Run 1, metal 1:
Cells faint in the background.
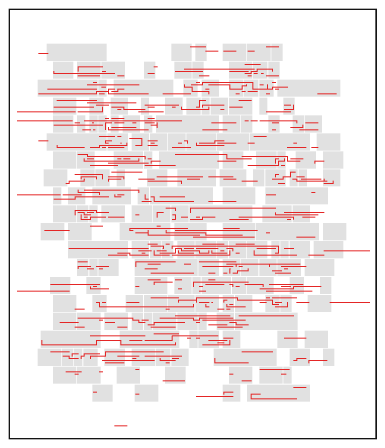
Run 1, met2 routing:
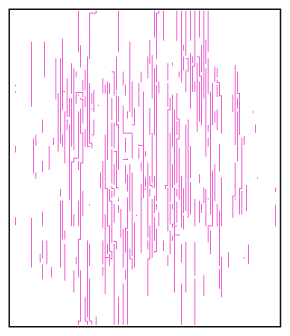
Run 1, signal wires on met3:
Cells faint in the background.
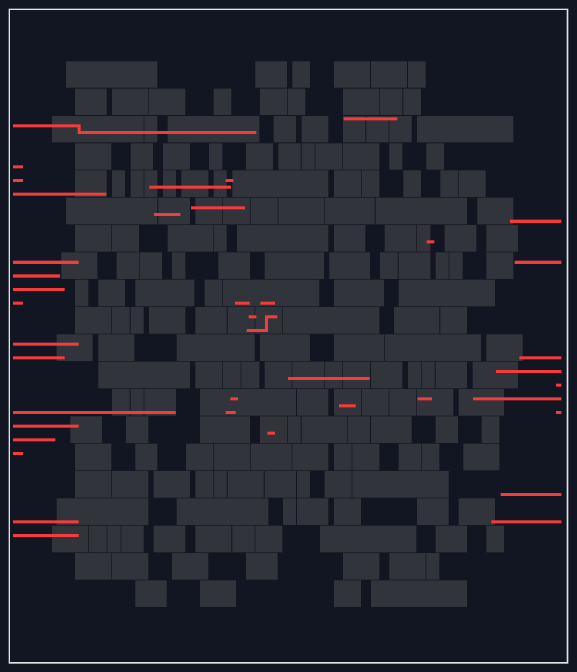
Run 1, congestion heat map:
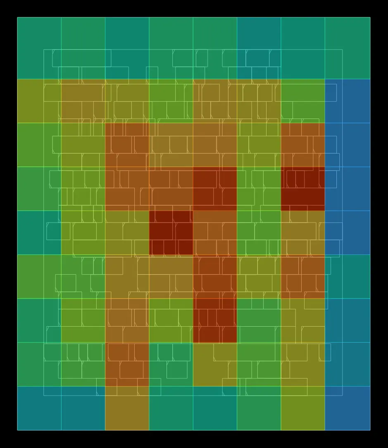
**config.mk**
```make
export PLATFORM = sky130hd
export DESIGN_NAME = stack_controller_flat
export DESIGN_NICKNAME = d
export VERILOG_FILES = /design/src/rtl/stack_controller_if.sv /design/src/rtl/stack_controller.sv /design/src/flat_wrapper.sv
export SDC_FILE = /design/constraint.sdc
export NUM_CORES = 1
export LEC_CHECK = 0
export CAP_MARGIN = 25
export CORE_ASPECT_RATIO = 1.2
export CORE_MARGIN = 4
export CORE_UTILIZATION = 41
export CTS_CLUSTER_SIZE = 14
export DETAILED_ROUTE_END_ITERATION = 10
export GPL_TIMING_DRIVEN = 0
export PLACE_DENSITY_LB_ADDON = 0.08
export SLEW_MARGIN = 20
export SYNTH_ARGS = -nofsm -noshare
export SYNTH_HDL_FRONTEND = slang
export SYNTH_SLANG_ARGS = --single-unit
```
**constraint.sdc**
```tcl
create_clock -name clk -period 2.25 [get_ports clk]
set_clock_uncertainty 0.15 [all_clocks]
set_input_delay 0.45 -clock clk [delete_from_list [all_inputs] [get_ports clk]]
set_output_delay 0.45 -clock clk [all_outputs]
set_load 0.01 [all_outputs]
```
**src/rtl/stack_controller_if.sv**
```systemverilog
`default_nettype none
// ----------------------------------------------------------------------------
// stack_controller_if : request, RAM-port, load and status bundle of the stack
// Revision 1.0
// ----------------------------------------------------------------------------
interface stack_controller_if;
  logic       push_req;
  logic       pop_req;
  logic       call_req;
  logic       ret_req;
  logic [3:0] b_data;
  logic [3:0] pc_data;
  logic [3:0] ram_rdata;
  logic       clear_err;
  logic [3:0] ram_addr;
  logic       ram_we;
  logic       ram_re;
  logic [3:0] ram_wdata;
  logic       b_load;
  logic       pc_load;
  logic [3:0] load_data;
  logic       busy;
  logic       done;
  logic [3:0] sp;
  logic [3:0] count;
  logic       empty;
  logic       full;
  logic       overflow;
  logic       underflow;

  modport slave (
    input  push_req, pop_req, call_req, ret_req, b_data, pc_data, ram_rdata, clear_err,
    output ram_addr, ram_we, ram_re, ram_wdata, b_load, pc_load, load_data,
           busy, done, sp, count, empty, full, overflow, underflow
  );

  modport master (
    output push_req, pop_req, call_req, ret_req, b_data, pc_data, ram_rdata, clear_err,
    input  ram_addr, ram_we, ram_re, ram_wdata, b_load, pc_load, load_data,
           busy, done, sp, count, empty, full, overflow, underflow
  );
endinterface
`default_nettype wire

```
**src/rtl/stack_controller.sv**
```systemverilog
`default_nettype none
// ----------------------------------------------------------------------------
// stack_controller : downward-growing push/pop/call/ret stack over a RAM port
// Revision 1.0
// ----------------------------------------------------------------------------
module stack_controller #(
  parameter logic [3:0] STACK_TOP = 4'hF,
  parameter int         DEPTH     = 4
) (
  input  wire logic         clk,
  input  wire logic         reset,
  stack_controller_if.slave bus
);

  localparam logic [2:0] IDLE = 3'd0;
  localparam logic [2:0] WR   = 3'd1;
  localparam logic [2:0] RD   = 3'd2;
  localparam logic [2:0] LD   = 3'd3;
  localparam logic [2:0] DONE = 3'd4;

  localparam logic [3:0] c_depth = 4'(DEPTH);

  logic [2:0] r_state;
  logic [3:0] r_sp;
  logic [3:0] r_count;
  logic [3:0] r_wdata;
  logic       r_to_pc;
  logic       r_overflow;
  logic       r_underflow;

  logic       w_any;
  logic       w_write;
  logic [3:0] w_wsel;
  logic       w_empty;
  logic       w_full;
  logic       w_ovf_set;
  logic       w_unf_set;

  // Grant priority call > ret > push > pop; losers are simply dropped.
  always_comb begin
    w_any     = bus.call_req | bus.ret_req | bus.push_req | bus.pop_req;
    w_write   = bus.call_req | (~bus.ret_req & bus.push_req);
    w_wsel    = bus.call_req ? bus.pc_data : bus.b_data;
    w_empty   = (r_count == 4'd0);
    w_full    = (r_count == c_depth);
    w_ovf_set = (r_state == IDLE) & w_any & w_write & w_full;
    w_unf_set = (r_state == IDLE) & w_any & ~w_write & w_empty;
  end

  always_ff @(posedge clk or posedge reset) begin
    if (reset) begin
      r_state     <= IDLE;
      r_sp        <= STACK_TOP;
      r_count     <= 4'd0;
      r_wdata     <= 4'd0;
      r_to_pc     <= 1'b0;
      r_overflow  <= 1'b0;
      r_underflow <= 1'b0;
    end else begin
      // A set event outranks a simultaneous clear.
      r_overflow  <= w_ovf_set | (r_overflow & ~bus.clear_err);
      r_underflow <= w_unf_set | (r_underflow & ~bus.clear_err);
      case (r_state)
        IDLE: begin
          if (w_any) begin
            if (w_write) begin
              if (w_full) begin
                r_state <= DONE;
              end else begin
                r_state <= WR;
                r_wdata <= w_wsel;
              end
            end else begin
              if (w_empty) begin
                r_state <= DONE;
              end else begin
                r_state <= RD;
                r_to_pc <= bus.ret_req;
              end
            end
          end
        end
        WR: begin
          r_sp    <= r_sp - 4'd1;
          r_count <= r_count + 4'd1;
          r_state <= DONE;
        end
        RD: begin
          r_state <= LD;
        end
        LD: begin
          r_sp    <= r_sp + 4'd1;
          r_count <= r_count - 4'd1;
          r_state <= DONE;
        end
        DONE: begin
          r_state <= IDLE;
        end
        default: begin
          r_state <= IDLE;
        end
      endcase
    end
  end

  // Strobes decode straight from state so an async reset drops them at once.
  always_comb begin
    bus.ram_we    = (r_state == WR);
    bus.ram_re    = (r_state == RD);
    bus.ram_addr  = (r_state == RD) ? (r_sp + 4'd1) : r_sp;
    bus.ram_wdata = (r_state == WR) ? r_wdata : 4'd0;
    bus.b_load    = (r_state == LD) & ~r_to_pc;
    bus.pc_load   = (r_state == LD) & r_to_pc;
    bus.load_data = (r_state == LD) ? bus.ram_rdata : 4'd0;
    bus.busy      = (r_state != IDLE);
    bus.done      = (r_state == DONE);
    bus.sp        = r_sp;
    bus.count     = r_count;
    bus.empty     = w_empty;
    bus.full      = w_full;
    bus.overflow  = r_overflow;
    bus.underflow = r_underflow;
  end

endmodule
`default_nettype wire

```
**src/flat_wrapper.sv**
```systemverilog
// flat-port wrapper written by rule: the top's interface ports become plain ports
module stack_controller_flat 
#(
  parameter logic [3:0] STACK_TOP = 4'hF,
  parameter int         DEPTH     = 4
)
  (clk, reset, bus_push_req, bus_pop_req, bus_call_req, bus_ret_req, bus_b_data, bus_pc_data, bus_ram_rdata, bus_clear_err, bus_ram_addr, bus_ram_we, bus_ram_re, bus_ram_wdata, bus_b_load, bus_pc_load, bus_load_data, bus_busy, bus_done, bus_sp, bus_count, bus_empty, bus_full, bus_overflow, bus_underflow);
  stack_controller_if bus_i ();
  input  wire logic clk;
  input  wire logic reset;
  input wire logic [$bits(bus_i.push_req)-1:0] bus_push_req;
  input wire logic [$bits(bus_i.pop_req)-1:0] bus_pop_req;
  input wire logic [$bits(bus_i.call_req)-1:0] bus_call_req;
  input wire logic [$bits(bus_i.ret_req)-1:0] bus_ret_req;
  input wire logic [$bits(bus_i.b_data)-1:0] bus_b_data;
  input wire logic [$bits(bus_i.pc_data)-1:0] bus_pc_data;
  input wire logic [$bits(bus_i.ram_rdata)-1:0] bus_ram_rdata;
  input wire logic [$bits(bus_i.clear_err)-1:0] bus_clear_err;
  output wire logic [$bits(bus_i.ram_addr)-1:0] bus_ram_addr;
  output wire logic [$bits(bus_i.ram_we)-1:0] bus_ram_we;
  output wire logic [$bits(bus_i.ram_re)-1:0] bus_ram_re;
  output wire logic [$bits(bus_i.ram_wdata)-1:0] bus_ram_wdata;
  output wire logic [$bits(bus_i.b_load)-1:0] bus_b_load;
  output wire logic [$bits(bus_i.pc_load)-1:0] bus_pc_load;
  output wire logic [$bits(bus_i.load_data)-1:0] bus_load_data;
  output wire logic [$bits(bus_i.busy)-1:0] bus_busy;
  output wire logic [$bits(bus_i.done)-1:0] bus_done;
  output wire logic [$bits(bus_i.sp)-1:0] bus_sp;
  output wire logic [$bits(bus_i.count)-1:0] bus_count;
  output wire logic [$bits(bus_i.empty)-1:0] bus_empty;
  output wire logic [$bits(bus_i.full)-1:0] bus_full;
  output wire logic [$bits(bus_i.overflow)-1:0] bus_overflow;
  output wire logic [$bits(bus_i.underflow)-1:0] bus_underflow;
  assign bus_i.push_req = bus_push_req;
  assign bus_i.pop_req = bus_pop_req;
  assign bus_i.call_req = bus_call_req;
  assign bus_i.ret_req = bus_ret_req;
  assign bus_i.b_data = bus_b_data;
  assign bus_i.pc_data = bus_pc_data;
  assign bus_i.ram_rdata = bus_ram_rdata;
  assign bus_i.clear_err = bus_clear_err;
  assign bus_ram_addr = bus_i.ram_addr;
  assign bus_ram_we = bus_i.ram_we;
  assign bus_ram_re = bus_i.ram_re;
  assign bus_ram_wdata = bus_i.ram_wdata;
  assign bus_b_load = bus_i.b_load;
  assign bus_pc_load = bus_i.pc_load;
  assign bus_load_data = bus_i.load_data;
  assign bus_busy = bus_i.busy;
  assign bus_done = bus_i.done;
  assign bus_sp = bus_i.sp;
  assign bus_count = bus_i.count;
  assign bus_empty = bus_i.empty;
  assign bus_full = bus_i.full;
  assign bus_overflow = bus_i.overflow;
  assign bus_underflow = bus_i.underflow;
  stack_controller #(.STACK_TOP(STACK_TOP), .DEPTH(DEPTH)) u_core (.clk(clk), .reset(reset), .bus(bus_i));
endmodule
```
==> flow_metrics.env, run 1 <==
# physical design summary
export IMPL_min_period_ps=2190
export IMPL_cts_tree="yes"
export IMPL_antenna_left=0
export IMPL_intPower_uw=1500
export IMPL_synth_yosys_seq_area_share=0.412
export IMPL_xor_share=0.0950
export IMPL_clkLatencyLatePin_ps=310
export IMPL_comb_power_share=0.655
export IMPL_numPortBuffers=47
export IMPL_final_setup_viol_count=0
export IMPL_grt_remaining_overflow=0
export IMPL_power_uw=2530
export IMPL_topCellsByArea="dfrtp_1, dfstp_2, xnor2_1"
export IMPL_maxCapViolCount=0
export IMPL_nNetsFinal=209
export IMPL_hp_class="register to register"
export IMPL_nFillCells=207
export IMPL_tns_ps=0
export IMPL_fin_crit_sh=0.974
export IMPL_pre_cts_ws_ps=-203
export IMPL_syn_nets=139
export IMPL_place_gp_congestion=0.798
export IMPL_syn_cell_area_sq_mm=0.00111
export IMPL_crit_path_end_kind="primary output"
export IMPL_pwr_share_clk=0.085
export IMPL_seq_power_share=0.261
export IMPL_cp_top_family="flip-flops"
export IMPL_first_iter_violations=32
export IMPL_syn_inst=117
export IMPL_dieArea_sq_mm=0.00360
export IMPL_fp_dieW_um=55.4
export IMPL_path_cells="inv_1 -> ha_4 -> nand2_1 -> o21ai_0 -> clkdlybuf4s15_1"
export IMPL_yosys_area_top_type="dfrtp_1"
export IMPL_layout_setup_ws_ps=58.9
export IMPL_path_buffers=2
export IMPL_edf_count=0
export IMPL_mux_area_frac=0.0452
export IMPL_yosysChipArea_sq_mm=0.00111
export IMPL_rsz0062_at_grt="yes"
export IMPL_htree_levels=1
export IMPL_top_area_frac=0.317
export IMPL_die_y_um=64.9
export IMPL_p_leak_uw=0.000873
export IMPL_synth_adder_area_share=0.0339
export IMPL_ys_async_sr_fraction=1.00
export IMPL_syn_avg_cell_area_sq_um=9.45
export IMPL_critical_path_class="register to primary output"
export IMPL_ys_seq_elements=18
export IMPL_irDropWorstVdd_uv=935
export IMPL_post_dp_cell_area_sq_mm=0.00162
export IMPL_drc=0
export IMPL_path_max_fanout=3
export IMPL_p_switching_uw=1030
export IMPL_synth_cell_types=36
export IMPL_holdBufCountCts=0
export IMPL_flop_area_sq_um=463
export IMPL_cts_buffers_inserted=3
export IMPL_dominantRegCellSynth="dfrtp_1"
export IMPL_drive_gt1_frac=0.328
export IMPL_netSwitchingFraction=0.408
export IMPL_clk_pin_slew_ps=120
export IMPL_tool_warnings=29
export IMPL_first_pass_iters=7
export IMPL_rows=20
export IMPL_yosys_cell_count_top_type="dfrtp_1"
export IMPL_hold_viol=0
export IMPL_slew_headroom=0.526
export IMPL_grt_start_max_net_pins=19
export IMPL_io_pins=49
export IMPL_critPathSlowestCell="dfstp_2"
export IMPL_aoi_share=0.112
export IMPL_core_area_sq_mm=0.00255
export IMPL_grt_pass1_wl_mm=5.27
export IMPL_stdcell_count=219
export IMPL_top_cells_by_count="dfrtp_1, nand2_1, xnor2_1"
export IMPL_status="finished, final reports clean"
export IMPL_ys_sh_simple=0.247
export IMPL_whs_ps=336
export IMPL_dp_hpwl_mm=2.18
export IMPL_cts_sinks=18
export IMPL_synth_warnings=0
export IMPL_comb_area_sq_um=657
export IMPL_power_density_mw_per_mm2=1380
export IMPL_slew_violations=0
Back to the opening pictures, 'metal 1':
longest straight run: 16.1 um
main direction: horizontal
Routed WL: 3.19 mm
Via Count: 1,134
met1 usage: 0.200

Back to the opening pictures, 'met2 routing':
nets with wire on the layer: 186
main direction: vertical
longest straight run: 25.2 um
global routing usage on met2: 0.343

Back to the opening pictures, 'signal wires on met3':
longest straight run: 17.5 um
share of all routed wire: 5.7%
nets with wire on the layer: 35
M3 GR Usage: 0.0359

Back to the opening pictures, 'congestion heat map':
Avg WL per Cell: 14.5 um
total track usage: 0.182
Util after Layout: 0.717

-- run 1: layout make-up --
| cell class | count | share of cell area |
|---|---|---|
| plain buffers | 4 | 0.0185 |
| clock buffers | 4 | 0.0198 |
| inverters | 8 | 0.0164 |
| multi-input cells | 85 | 0.359 |
| flip-flops and latches | 18 | 0.253 |
| well taps | 33 | 0.0226 |
| repair buffers | 67 | 0.311 |
-- run 1: worst min-delay path, cell delays in order (launching register included) --
cell and delay (ps):
dfrtp_1 350, nand2_1 40, o21ai_0 60
-- run 1: placed cells by master, fill, tap and decap left out, types with 2 or more instances in the layout --
cell | netlist | layout
dfrtp_1 | 14 | 8
dfrtp_2 | 0 | 6
nor2_1 | 7 | 4
mux2i_1 | 5 | 5
xnor2_1 | 10 | 10
nor2b_1 | 3 | 2
clkbuf_4 | 0 | 3
or4_1 | 2 | 2
xor2_1 | 2 | 2
clkbuf_2 | 0 | 10
o21a_1 | 2 | 2
nand4_1 | 2 | 2
nand2_1 | 12 | 12
inv_2 | 1 | 2
dfstp_2 | 4 | 4
dlymetal6s2s_1 | 0 | 2
o21ai_0 | 9 | 9
clkbuf_8 | 0 | 2
inv_1 | 7 | 6
buf_4 | 0 | 20
ha_1 | 3 | 2
and3_1 | 5 | 5
and2_1 | 5 | 4
clkdlybuf4s50_1 | 0 | 26
dlygate4sd2_1 | 0 | 9
nor2_4 | 0 | 2
-- run 1: timing repair --
action,in CTS,in global routing
gates cloned,0,0
endpoints found under the setup margin,20,17
gates resized,40,26
pin swaps,3,0
buffers inserted,13,7
-- run 1: routing by layer --
| layer | up-vias | wire length, um | track usage |
|---|---|---|---|
| met5 | - | 0 | 0 |
| met4 | 0 | 79 | 0.0638 |
| met3 | 10 | 180 | 0.0359 |
| met2 | 49 | 1740 | 0.343 |
| met1 | 540 | 1180 | 0.200 |
| li1 | 535 | - | - |
-- run 1: path summary, 6_finish.rpt --
path | from | end | slack [ps] | depth (start not counted)
worst max-delay path | u_core.bus.sp[0]$_DFFE_PP1P_ | bus_ram_addr[1] | 60 | 5
worst min-delay path | u_core.r_wdata[1]$_DFFE_PP0P_ | u_core.r_wdata[1]$_DFFE_PP0P_ | 340 | 2
worst max register to register | u_core.r_state[0]$_DFFE_PP0P_ | u_core.bus.count[2]$_DFFE_PP0P_ | 210 | 9
worst min register to register | u_core.r_wdata[1]$_DFFE_PP0P_ | u_core.r_wdata[1]$_DFFE_PP0P_ | 340 | 2
max in group asynchronous | reset | u_core.r_state[0]$_DFFE_PP0P_ | 1070 | 2
min in group asynchronous | reset | u_core.bus.count[2]$_DFFE_PP0P_ | 390 | 2
-- run 1: power groups by stage --
stage	registers (uW)	clock network [uW]	logic, uW
2_1_floorplan	689	0	708
3_3_place_gp	676	0	1290
3_5_place_dp	685	0	1320
4_1_cts	686	214	1510
5_1_grt	680	230	1810
6_report	660	214	1660
-- run 1: flip-flops by register name, summed over array words and instances, names as in the netlist --
signal and cells:
u_core.r_to_pc 1, u_core.bus.sp 4, u_core.bus.overflow 1, u_core.bus.count 4
u_core.r_wdata 4, u_core.bus.underflow 1, u_core.r_state 3
--- run 2 (diff from run 1) ---
Settings changed: CTS_CLUSTER_DIAMETER set to 120.
Run 2, congestion heat map:
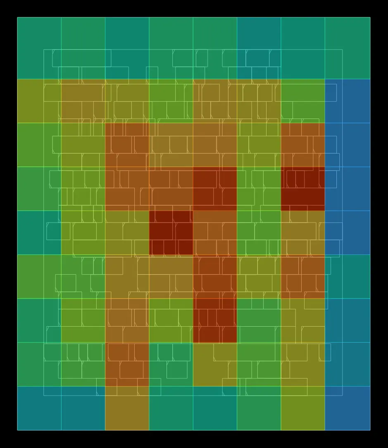
Top Usage Layer GRT: met2

==> flow_metrics.env, run 2 <==
# physical design summary
export IMPL_final_setup_viol_count=0
export IMPL_fin_crit_sh=0.974
export IMPL_syn_avg_cell_area_sq_um=9.45
export IMPL_maxCapViolCount=0
export IMPL_hold_path_depth=2
export IMPL_critPathSlowestCell="dfstp_2"
export IMPL_yosys_stat_cells=117
export IMPL_reg2reg_from="u_core.r_state[0]$_DFFE_PP0P_"
export IMPL_antenna_left=0
export IMPL_clk_pin_slew_ps=120
export IMPL_pwr_share_clk=0.085
export IMPL_syn_inst=117
export IMPL_tool_warnings=29
export IMPL_io_pins=49
export IMPL_ys_async_sr_fraction=1.00
export IMPL_dp_hpwl_mm=2.18
export IMPL_top_area_frac=0.317
export IMPL_synth_yosys_seq_area_share=0.412
export IMPL_layout_cells_most_common_list="clkdlybuf4s50_1, buf_4, nand2_1"
export IMPL_comb_power_share=0.655
export IMPL_mux_area_frac=0.0452
export IMPL_synth_warnings=0
export IMPL_logic_family="simple AND/OR/NAND/NOR gates"
export IMPL_slew_headroom=0.526
export IMPL_irDropWorstVdd_uv=935
export IMPL_crit_path_end_kind="primary output"
export IMPL_hp_class="register to register"
export IMPL_fin_util=0.717
export IMPL_critical_path_class="register to primary output"
export IMPL_grt_start_max_net_pins=19
export IMPL_ys_seq_elements=18
export IMPL_dieArea_sq_mm=0.00360
export IMPL_rows=20
export IMPL_synth_cell_types=36
export IMPL_ys_sh_simple=0.247
export IMPL_clkLatencyLatePin_ps=310
export IMPL_numPortBuffers=47
export IMPL_holdBufCountCts=0
export IMPL_topCellsByArea="dfrtp_1, dfstp_2, xnor2_1"
export IMPL_worstPathArrival_ps=1590
export IMPL_yosys_area_top_type="dfrtp_1"
export IMPL_hold_end="u_core.r_wdata[1]$_DFFE_PP0P_"
export IMPL_final_layout_top_logic_cell="clkdlybuf4s50_1"
export IMPL_whs_ps=336
export IMPL_p_leak_uw=0.000873
export IMPL_grt_pass1_vias=1153
export IMPL_diodes=0
export IMPL_path_max_fanout=3
export IMPL_path_buffers=2
export IMPL_min_from="u_core.r_wdata[1]$_DFFE_PP0P_"
export IMPL_r2r_end="u_core.bus.count[2]$_DFFE_PP0P_"
export IMPL_min_period_ps=2190
export IMPL_viasPerCell=5.18
export IMPL_dp_cells=197
export IMPL_cp_top_family="flip-flops"
export IMPL_netSwitchingFraction=0.408
export IMPL_wl_per_cell_um=14.5
export IMPL_die_y_um=64.9
export IMPL_vias=1134
export IMPL_power_density_mw_per_mm2=1380
export IMPL_tns_ps=0
export IMPL_first_iter_violations=32
export IMPL_htree_levels=1
export IMPL_cts_tree="yes"
export IMPL_grt_pass1_wl_mm=5.27
export IMPL_synthToLayoutAreaGrowth_pct=65.5
export IMPL_slew_violations=0
export IMPL_synth_adder_area_share=0.0339
export IMPL_core_area_sq_mm=0.00255
export IMPL_cts_sinks=18
export IMPL_status="finished, final reports clean"
export IMPL_drive_gt1_frac=0.328
export IMPL_p_switching_uw=1030
export IMPL_intPower_uw=1500
export IMPL_drc=0
export IMPL_critPathRequiredTime_ps=1650
export IMPL_top_cells_by_count="dfrtp_1, nand2_1, xnor2_1"
export IMPL_syn_nets=139
export IMPL_max_clock_freq_mhz=456
export IMPL_nNetsFinal=209
export IMPL_drt_wl_total_mm=3.19
export IMPL_grt_antenna_before_repair=0
export IMPL_reg2reg_depth=9
export IMPL_yosys_cell_count_top_type="dfrtp_1"
export IMPL_root_buffer="clkbuf_4"
export IMPL_grt_remaining_overflow=0
export IMPL_cts_buffers_inserted=3
export IMPL_yosysChipArea_sq_mm=0.00111
export IMPL_syn_cell_area_sq_mm=0.00111
export IMPL_slowest_delay_ps=550
export IMPL_place_gp_congestion=0.798
export IMPL_stdcell_count=219
export IMPL_first_pass_iters=7
export IMPL_path_cells="inv_1 -> ha_4 -> nand2_1 -> o21ai_0 -> clkdlybuf4s15_1"
export IMPL_cp_start_kind="register"
export IMPL_aoi_share=0.112
export IMPL_initial_core_util=0.433
export IMPL_track_usage=0.182
export IMPL_pre_cts_ws_ps=-203
export IMPL_clockBufferDepth=2
export IMPL_xor_share=0.0950
export IMPL_rsz0062_at_grt="yes"
export IMPL_hold_viol=0
export IMPL_layout_setup_ws_ps=58.9
export IMPL_dominantRegCellSynth="dfrtp_1"
export IMPL_r2r_slack_ps=210
export IMPL_edf_count=0
export IMPL_worst_pin_slew_ps=710
export IMPL_fp_dieW_um=55.4
export IMPL_seq_power_share=0.261
==> run 2: cell counts in the layout (fill, tap and decap cells not counted) <==
No cell type changed its count.
==> run 2: cells by family (layout without fill, tap and decap cells) <==
logic type	Yosys count	after routing
AND/OR/NAND/NOR	47	47
AND-OR/OR-AND	18	18
flip-flops	18	18
buffers and inverters	14	83
XOR/XNOR	12	12
multiplexers	5	5
adder cells (fa/ha/maj)	3	3
==> run 2: tightest hold or removal path, cell delays in order (launching register included) <==
cell and delay, ps:
dfrtp_1 350, nand2_1 40, o21ai_0 60
==> run 2: repair_timing <==
item / in CTS / in global routing
pin swaps: 3 / 0
setup endpoints to repair: 20 / 17
resized: 40 / 26
buffers inserted: 13 / 7
==> run 2: area by class of cell <==
cell class                      instances  area, sq um
Tap cell                               33         41.3
Inverter                                8         30.0
Timing Repair Buffer                   67          569
Buffer                                  4         33.8
Multi-Input combinational cell         85          657
Fill cell                             207          722
Sequential cell                        18          463
Clock buffer                            4         36.3
==> run 2: worst max path at each step <==
stage / from / end / depth (start not counted)
2_1_floorplan: u_core.r_state[0]$_DFFE_PP0P_ / u_core.bus.count[2]$_DFFE_PP0P_ / 8
3_3_place_gp: u_core.r_state[2]$_DFFE_PP0P_ / bus_ram_addr[3] / 6
3_5_place_dp: u_core.r_state[2]$_DFFE_PP0P_ / bus_ram_addr[3] / 6
4_1_cts: u_core.r_state[2]$_DFFE_PP0P_ / bus_ram_addr[3] / 5
5_1_grt: u_core.r_state[0]$_DFFE_PP0P_ / bus_b_load / 6
6_report: u_core.bus.sp[0]$_DFFE_PP1P_ / bus_ram_addr[1] / 5
==> run 2: through the flow <==
| stage | cell area [sq um] | power, uW |
|---|---|---|
| 6_report | 1830 | 2530 |
| 5_1_grt | 1830 | 2720 |
| 4_1_cts | 1790 | 2410 |
| 3_5_place_dp | 1620 | 2010 |
| 3_3_place_gp | 1620 | 1960 |
| 2_1_floorplan | 1110 | 1400 |
==> run 2: metal layers <==
| metal | up-vias | track usage | part of all wire |
|---|---|---|---|
| li1 | 535 | - | - |
| met1 | 540 | 0.200 | 0.37 |
| met2 | 49 | 0.343 | 0.55 |
| met3 | 10 | 0.0359 | 0.056 |
| met4 | 0 | 0.0638 | 0.025 |
| met5 | - | 0 | 0 |
==> run 2: power groups by stage <==
stage               clock network [uW]  logic, uW  registers, uW
floorplan                            0        708            689
global placement                     0       1290            676
detailed placement                   0       1320            685
CTS                                214       1510            686
global route                       230       1810            680
finish                             214       1660            660
Run 2, metal 1:
Cells faint in the background.
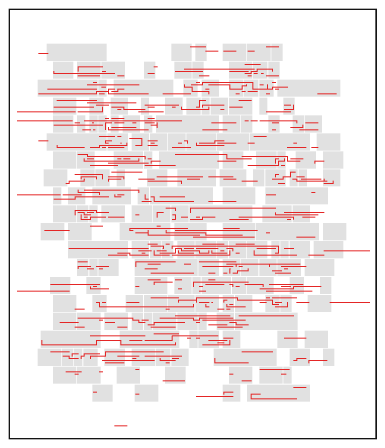

--- run 3 (diff from run 2) ---
Settings changed: PLACE_DENSITY set to 0.79, PLACE_DENSITY_LB_ADDON 0.08 to unset.
Run 3, metal 1:
Cells faint in the background.
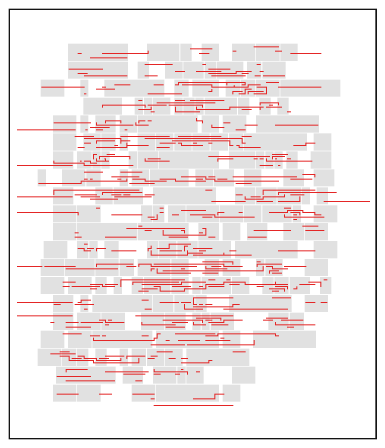
Routed WL: 3.13 mm
met1 usage: 0.182
Via Count: 1,110

==> flow_metrics.env, run 3 <==
# physical design summary
export IMPL_final_layout_top_logic_cell="clkdlybuf4s50_1"
export IMPL_wl_per_cell_um=14.3
export IMPL_clk_pin_slew_ps=100
export IMPL_power_density_mw_per_mm2=1380
export IMPL_flop_area_sq_um=462
export IMPL_fin_util=0.718
export IMPL_grt_remaining_overflow=0
export IMPL_edf_count=0
export IMPL_grt_antenna_before_repair=0
export IMPL_path_max_fanout=6
export IMPL_yosys_area_top_type="dfrtp_1"
export IMPL_syn_inst=117
export IMPL_diodes=0
export IMPL_holdBufCountCts=0
export IMPL_whs_ps=332
export IMPL_comb_power_share=0.662
export IMPL_layout_cells_most_common_list="clkdlybuf4s50_1, buf_4, nand2_1"
export IMPL_grt_pass1_wl_mm=5.13
export IMPL_yosys_cell_count_top_type="dfrtp_1"
export IMPL_worst_pin_slew_ps=679
export IMPL_drc=0
export IMPL_irDropWorstVdd_uv=743
export IMPL_core_area_sq_mm=0.00255
export IMPL_rsz0062_at_grt="yes"
export IMPL_drive_gt1_frac=0.306
export IMPL_status="finished, final reports clean"
export IMPL_p_leak_uw=0.000858
export IMPL_p_switching_uw=1020
export IMPL_pwr_share_clk=0.081
export IMPL_synth_warnings=0
export IMPL_cts_tree="yes"
export IMPL_synth_yosys_seq_area_share=0.412
export IMPL_synthToLayoutAreaGrowth_pct=65.6
export IMPL_seq_power_share=0.257
export IMPL_hold_viol=0
export IMPL_syn_nets=139
export IMPL_dp_hpwl_mm=2.14
export IMPL_first_pass_iters=4
export IMPL_fp_dieW_um=55.4
export IMPL_htree_levels=1
export IMPL_intPower_uw=1510
export IMPL_track_usage=0.182
export IMPL_tns_ps=0
export IMPL_io_pins=49
export IMPL_crit_path_end_kind="primary output"
export IMPL_initial_core_util=0.433
export IMPL_numPortBuffers=47
export IMPL_cp_start_kind="register"
export IMPL_worstPathArrival_ps=1600
export IMPL_min_period_ps=2200
export IMPL_rows=20
export IMPL_tool_warnings=29
export IMPL_cts_buffers_inserted=3
export IMPL_clkLatencyLatePin_ps=300
export IMPL_max_clock_freq_mhz=454
export IMPL_final_setup_viol_count=0
export IMPL_netSwitchingFraction=0.404
export IMPL_viasPerCell=5.07
export IMPL_ys_async_sr_fraction=1.00
export IMPL_critPathRequiredTime_ps=1650
export IMPL_place_gp_congestion=0.755
export IMPL_fin_crit_sh=0.979
export IMPL_cts_sinks=18
export IMPL_nFillCells=217
export IMPL_slew_headroom=0.547
-- run 3: worst paths after layout --
| path | depth (start not counted) | start | end |
|---|---|---|---|
| worst min-delay path | 2 | u_core.r_wdata[0]$_DFFE_PP0P_ | u_core.r_wdata[0]$_DFFE_PP0P_ |
| min in group asynchronous | 2 | reset | u_core.r_wdata[2]$_DFFE_PP0P_ |
| max in group asynchronous | 2 | reset | u_core.r_state[2]$_DFFE_PP0P_ |
| worst max register to register | 9 | u_core.r_state[2]$_DFFE_PP0P_ | u_core.bus.count[2]$_DFFE_PP0P_ |
| worst max-delay path | 6 | u_core.r_state[0]$_DFFE_PP0P_ | bus_ram_wdata[2] |
| worst min register to register | 2 | u_core.r_wdata[0]$_DFFE_PP0P_ | u_core.r_wdata[0]$_DFFE_PP0P_ |
-- run 3: logic make-up (layout without fill, tap and decap cells) --
| group | after synthesis | in the layout | synth area share |
|---|---|---|---|
| AOI/OAI and AO/OA | 18 | 18 | 0.112 |
| adders and majority gates | 3 | 3 | 0.0339 |
| xor gates and xnor gates | 12 | 12 | 0.0950 |
| muxes | 5 | 5 | 0.0453 |
| and+or+nand+nor | 47 | 47 | 0.247 |
| buffers and inverters | 14 | 83 | 0.0554 |
| DFF | 18 | 18 | 0.412 |
-- run 3: metrics by stage --
stage	power (uW)	cell area, sq um	instances	setup WS (ps)
2_1_floorplan	1400	1110	117	326
3_3_place_gp	1960	1620	197	-143
3_5_place_dp	2000	1620	197	-210
4_1_cts	2400	1780	211	-131
5_1_grt	2730	1830	219	-18.4
6_report	2530	1830	219	46.3
-- run 3: what timing repair did --
item / in CTS / in global routing
gates resized: 47 / 21
setup endpoints to repair: 20 / 6
setup buffers: 12 / 9
gates cloned: 0 / 0
pin swaps: 4 / 3
-- run 3: worst max-delay path: stages, from the launching register on --
cell and delay, ps:
dfrtp_1 420, buf_4 150, buf_4 130, nand2b_4 110
nor2_4 60, and2_1 150, dlygate4sd2_1 280
-- run 3: metal layers --
layer,wire length [um],global-route usage,vias up
li1,-,-,541
met4,92,0.112,0
met2,1630,0.339,47
met5,0,0,-
met1,1200,0.182,513
met3,203,0.0398,9
-- run 3: power by group through the flow --
stage	Clock (uW)	Sequential [uW]	Combinational, uW
6_report	205	650	1670
5_1_grt	228	668	1830
4_1_cts	210	688	1500
3_5_place_dp	0	684	1320
3_3_place_gp	0	676	1280
2_1_floorplan	0	689	708
-- run 3: cell type report --
type                            count  area share
Clock buffer                        4      0.0198
Inverter                            8      0.0164
Buffer                              4      0.0198
Multi-Input combinational cell     85       0.355
Tap cell                           33      0.0225
Timing Repair Buffer               67       0.315
Sequential cell                    18       0.252
No activity file was given, so power comes from the tool's default toggle rates.
